File: src/rtl/bus_arbiter_n.sv
// N-port bus arbiter: fixed-priority or round-robin grant, one dead TURN cycle
// between owners, optional MAX_HOLD revocation with per-port re-request masking.

module bus_arbiter_n_port #(
  parameter int BUS_WIDTH  = 32,
  parameter int CTRL_WIDTH = 8
) (
  input  logic                  i_sel,
  input  logic [BUS_WIDTH-1:0]  i_bus,
  input  logic [CTRL_WIDTH-1:0] i_ctrl,
  output logic [BUS_WIDTH-1:0]  o_bus,
  output logic [CTRL_WIDTH-1:0] o_ctrl
);
  assign o_bus  = i_sel ? i_bus  : '0;
  assign o_ctrl = i_sel ? i_ctrl : '0;
endmodule

module bus_arbiter_n #(
  parameter int N_PORTS    = 8,
  parameter int BUS_WIDTH  = 32,
  parameter int CTRL_WIDTH = 8,
  parameter int RR_MODE    = 0,
  parameter int MAX_HOLD   = 0
) (
  input  logic                           clk,
  input  logic                           rst_n,
  input  logic [N_PORTS-1:0]             req,
  input  logic [N_PORTS*BUS_WIDTH-1:0]   bus_in,
  input  logic [N_PORTS*CTRL_WIDTH-1:0]  ctrl_in,
  output logic [N_PORTS-1:0]             ack,
  output logic [BUS_WIDTH-1:0]           bus_out,
  output logic [CTRL_WIDTH-1:0]          ctrl_out,
  output logic [$clog2(N_PORTS)-1:0]     grant_idx,
  output logic                           busy,
  output logic                           timeout
);
  localparam int IW = $clog2(N_PORTS);
  localparam int HW = (MAX_HOLD > 0) ? $clog2(MAX_HOLD + 1) : 1;
  localparam logic [HW-1:0] HOLD_LAST = (MAX_HOLD > 0) ? HW'(MAX_HOLD - 1) : '0;
  localparam logic [HW-1:0] HOLD_SAT  = HW'(MAX_HOLD);
  localparam logic [IW-1:0] LAST_PORT = IW'(N_PORTS - 1);

  typedef enum logic [1:0] {S_IDLE, S_GRANT, S_TURN} state_t;

  state_t            r_state;
  logic [N_PORTS-1:0] r_ack;
  logic [N_PORTS-1:0] r_mask;
  logic [IW-1:0]     r_idx;
  logic [IW-1:0]     r_ptr;
  logic [HW-1:0]     r_hold;
  logic              r_timeout;

  logic [N_PORTS-1:0] w_elig;
  logic               w_any;
  logic [IW-1:0]      w_win;
  logic [N_PORTS-1:0][BUS_WIDTH-1:0]  w_bus_g;
  logic [N_PORTS-1:0][CTRL_WIDTH-1:0] w_ctrl_g;
  logic [BUS_WIDTH-1:0]  w_bus;
  logic [CTRL_WIDTH-1:0] w_ctrl;

  // a timed-out port stays masked until its req is seen low
  assign w_elig = req & ~r_mask;
  assign w_any  = |w_elig;

  always_comb begin
    int j;
    j     = 0;
    w_win = '0;
    if (RR_MODE == 0) begin
      for (int i = 0; i < N_PORTS; i++)
        if (w_elig[i]) w_win = IW'(i);
    end else begin
      // descending scan so the candidate nearest r_ptr is written last
      for (int k = N_PORTS - 1; k >= 0; k--) begin
        j = int'(r_ptr) + k;
        if (j >= N_PORTS) j = j - N_PORTS;
        if (w_elig[IW'(j)]) w_win = IW'(j);
      end
    end
  end

  always_ff @(posedge clk or negedge rst_n) begin
    if (!rst_n) begin
      r_state   <= S_IDLE;
      r_ack     <= '0;
      r_mask    <= '0;
      r_idx     <= '0;
      r_ptr     <= '0;
      r_hold    <= '0;
      r_timeout <= 1'b0;
    end else begin
      r_timeout <= 1'b0;
      r_mask    <= r_mask & req;
      case (r_state)
        S_GRANT: begin
          if (!req[r_idx]) begin
            r_ack   <= '0;
            r_state <= S_TURN;
          end else if (MAX_HOLD > 0 && r_hold == HOLD_LAST) begin
            r_ack         <= '0;
            r_state       <= S_TURN;
            r_timeout     <= 1'b1;
            r_mask[r_idx] <= 1'b1;
          end else if (r_hold != HOLD_SAT) begin
            r_hold <= r_hold + 1'b1;
          end
        end
        default: begin
          if (w_any) begin
            r_state <= S_GRANT;
            r_ack   <= N_PORTS'(1) << w_win;
            r_idx   <= w_win;
            r_hold  <= '0;
            r_ptr   <= (w_win == LAST_PORT) ? '0 : w_win + 1'b1;
          end else begin
            r_state <= S_IDLE;
          end
        end
      endcase
    end
  end

  for (genvar g = 0; g < N_PORTS; g++) begin : g_port
    bus_arbiter_n_port #(.BUS_WIDTH(BUS_WIDTH), .CTRL_WIDTH(CTRL_WIDTH)) u_port (
      .i_sel  (r_ack[g]),
      .i_bus  (bus_in[g*BUS_WIDTH +: BUS_WIDTH]),
      .i_ctrl (ctrl_in[g*CTRL_WIDTH +: CTRL_WIDTH]),
      .o_bus  (w_bus_g[g]),
      .o_ctrl (w_ctrl_g[g])
    );
  end

  // ack is one-hot-or-zero, so an OR of the gated slices is the mux
  always_comb begin
    w_bus  = '0;
    w_ctrl = '0;
    for (int i = 0; i < N_PORTS; i++) begin
      w_bus  = w_bus  | w_bus_g[i];
      w_ctrl = w_ctrl | w_ctrl_g[i];
    end
  end

  assign ack       = r_ack;
  assign busy      = |r_ack;
  assign timeout   = r_timeout;
  assign grant_idx = r_idx;
  assign bus_out   = w_bus;
  assign ctrl_out  = w_ctrl;

endmodule

File: config.mk
export PLATFORM = sky130hd
export DESIGN_NAME = bus_arbiter_n
export DESIGN_NICKNAME = d
export VERILOG_FILES = /design/src/rtl/bus_arbiter_n.sv
export SDC_FILE = /design/constraint.sdc
export NUM_CORES = 1
export LEC_CHECK = 0
export CORE_AREA = 2 2 148 150
export DETAILED_ROUTE_END_ITERATION = 10
export DIE_AREA = 0 0 150 152
export PLACE_DENSITY_LB_ADDON = 0.25
export REMOVE_ABC_BUFFERS = 1
export SYNTH_ARGS = -nofsm -noshare
export SYNTH_HDL_FRONTEND = slang
export SYNTH_SLANG_ARGS = --single-unit
File: constraint.sdc
create_clock -name clk -period 1.75 [get_ports clk]
set_input_delay 0.35 -clock clk [delete_from_list [all_inputs] [get_ports clk]]
set_output_delay 0.35 -clock clk [all_outputs]
set_load 0.02 [all_outputs]
==> impl_metrics.tcl <==
# implementation run metrics
set metrics [dict create \
    rsz0062_at_grt "true" \
    tns_ns -6.03 \
    drc_errors 0 \
    ys_seq_share_pct 19.5 \
    fin_crit_sh_pct 117 \
    root_buffer "clkbuf_16" \
    post-route-min-period_ns 2.05 \
    drive_gt1_share_pct 38.9 \
    cp_top_family "buffers and inverters" \
    hold_viol_final 0 \
    dp_hpwl_um 19400 \
    most_common_cell "a22oi_1" \
    edf_count 0 \
    critPathMaxStageDelay_ns 0.45 \
    cts.sinks 21 \
    num_vias 5064 \
    htree_levels 1 \
    synthTopCellsByArea "a22oi_1 44%, dfrtp_1 19%, nand4_1 9.3%" \
    slew_headroom_pct 64.0 \
    ios 383 \
    switching_share_pct 44.5 \
    common_cells "160 x a22oi_1, 40 x nand4_1, 34 x clkbuf_1, 21 x dfrtp_1" \
    status "finished, violations left" \
    power.switching_mw 3.56 \
    fin_ws_ns -0.296 \
    gp_congestion 0.872 \
    nFillCells 2125 \
    drv_cap 0 \
    antenna_found_initial 11 \
    crit_chain "buf_12 -> buf_8 -> buf_6 -> a22oi_2 -> nand4_1 -> buf_12" \
    detail_route.wl_per_cell_um 24.8 \
    clkSlewWorstSetupHoldPaths_ns 0.06 \
    avgViaCountPerCell 4.70 \
    cts_tree "done" \
    ys_types 33 \
    violations "setup timing" \
    leakage_nw 3.30 \
    fin_nets 1123 \
    place_ws_ns -0.473 \
    start_kind "flip-flop" \
    core_area_sq_um 21400 \
    worst_setup_path_end_kind "primary output" \
    yosysCellCount 341 \
    warnings 27 \
    clk_path_buf_depth 2 \
    fin_worst_skew_ns 0.00282 \
    wl_um 26700 \
    crit_slowest_cell "dfrtp_2" \
    ys_area_sq_um 2700 \
    slew_viol_final 0 \
    worstMarginPinSlew_ns 0.539 \
    setup_viol 41 \
    clkPwrFrac_pct 6.1 \
    worstSetupPathType "reg -> out" \
    clk_latency_ns 0.25 \
    first_pass_iters 5 \
    die_y_um 152 \
    synthCells 341 \
    cp.arrival_ns 1.70 \
    grt_max_degree 25 \
    die_w_um 150 \
    fp_util_pct 12.6 \
]
==> cell usage in the layout (no fill, tap or decap), types with 2 or more instances in the layout <==
cell | Yosys | routed
buf_4 | 9 | 61
a21o_1 | 2 | 2
nor2_1 | 2 | 2
a22oi_2 | 0 | 114
clkbuf_16 | 0 | 5
buf_8 | 0 | 11
a21oi_1 | 4 | 3
buf_16 | 0 | 3
dlygate4sd2_1 | 0 | 9
dfrtp_1 | 21 | 12
diode_2 | 0 | 6
nor4_4 | 0 | 2
a22oi_1 | 160 | 46
nor2b_1 | 7 | 6
buf_12 | 0 | 21
o32ai_2 | 0 | 6
clkbuf_2 | 0 | 2
clkdlybuf4s50_1 | 0 | 323
and2_4 | 1 | 2
and2_1 | 9 | 9
inv_1 | 9 | 9
dlymetal6s2s_1 | 0 | 6
dfrtp_2 | 0 | 9
o21ai_0 | 2 | 2
buf_6 | 2 | 58
mux2_2 | 2 | 2
nand4_1 | 40 | 40
mux2i_1 | 4 | 3
nand2b_1 | 3 | 3
nand2_1 | 2 | 2
==> flip-flops by register name (all words and copies together) (netlist names) <==
name,count
grant_idx,3
r_mask,8
r_state,2
ack,8
==> cell type report <==
cell class	count	area, sq um	area share, %
diodes	6	15.0	0.170
clock buffers	3	75.1	0.848
clock inverters	1	5.00	0.0565
inverters	9	33.8	0.381
multi-input cells	260	2580	29.1
flip-flops and latches	21	537	6.06
well taps	280	350	3.96
repair buffers	498	5260	59.4
==> power groups by stage <==
stage | Combinational [mW] | Sequential [mW] | Clock (mW)
2_1_floorplan | 1.78 | 0.970 | 0
3_3_place_gp | 5.48 | 0.687 | 0
3_5_place_dp | 5.46 | 0.687 | 0
4_1_cts | 6.22 | 0.688 | 0.503
5_1_grt | 7.14 | 0.710 | 0.528
6_report | 6.81 | 0.694 | 0.484
==> cells by family after synthesis <==
group / share of synthesized area (%)
flip-flops: 19.5
AND-OR/OR-AND: 50.1
AND/OR/NAND/NOR: 16.5
multiplexers: 3.15
buffers and inverters: 10.6
other: 0.139
==> through the flow <==
step | instances | area [sq um] | power (mW)
6_report | 1078 | 8860 | 7.98
5_1_grt | 1076 | 8850 | 8.37
4_1_cts | 1065 | 8310 | 7.41
3_5_place_dp | 1017 | 7300 | 6.15
3_3_place_gp | 1017 | 7300 | 6.17
2_1_floorplan | 289 | 2450 | 2.75
==> final timing paths <==
check | end | start | slack (ns) | depth (start not counted)
setup / recovery | ctrl_out[1] | ack[5] | -0.30 | 6
hold / removal | r_mask[4] | req[4] | 0.37 | 2
setup reg to reg | ack[3] | grant_idx[1] | 0.02 | 4
hold reg to reg | r_mask[2] | r_mask[2] | 0.48 | 1
max in group asynchronous | ack[6] | rst_n | 1.07 | 2
min in group asynchronous | r_mask[5] | rst_n | 0.44 | 2
==> per-layer routing <==
layer | vias to the layer above | routed length (um) | global-route usage, %
li1 | 2344 | - | -
met1 | 2426 | 10900 | 27.8
met2 | 244 | 12600 | 35.4
met3 | 40 | 2660 | 7.36
met4 | 10 | 480 | 5.39
met5 | - | 61 | 0
==> timing repair <==
item                                    4_1_cts  5_1_grt
resized                                     289      130
gates cloned                                  7        2
endpoints found under the setup margin       59       53
pin swaps                                    36       63
setup buffers                                37       16
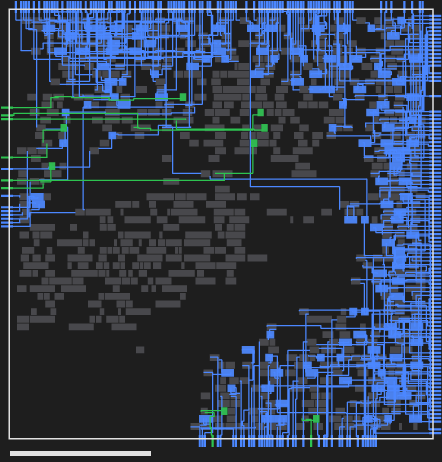
(wires at chosen ports, followed through buffers)
Bar = 50 um.
bus_in -> blue  # bits 256, direction input, end cells 128, buffers 256, wire 8130 um
ctrl_out -> green  # bits 8, direction output, end cells 8, buffers 8, wire 454 um

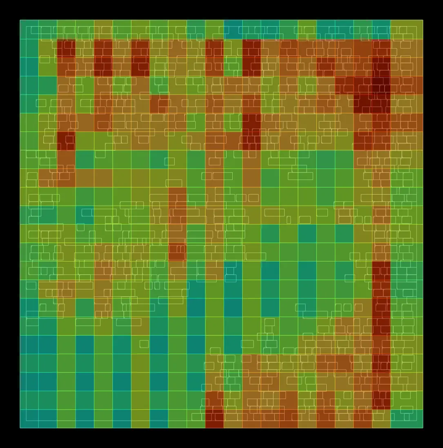
(congestion heat map)
Layout Utilization: 41.5%
gr busiest metal: met2
grt met3 use: 7.36%
total track usage: 21.8%
M1 GR Usage: 27.8%

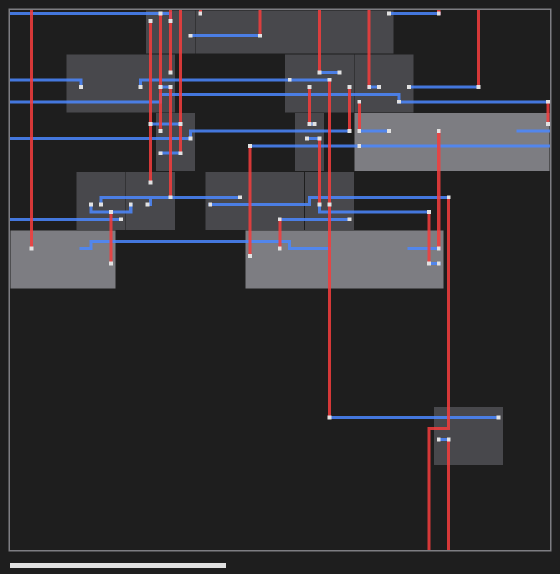
(close-up of the layout)
Bar = 10 um. Window x 25 to 50, y 26 to 51 um. Cells in gray, sequential cells in the stronger gray; small squares are vias.
M2 -> red
M1 -> blue
netlist names of flops here include = r_mask (2), grant_idx (1)
cells with their middle in the window = 15
sequential cells in the window = 3
most frequent = dfrtp_1 (3), and2_1 (2)

No activity file was given, so power comes from the tool's default toggle rates.
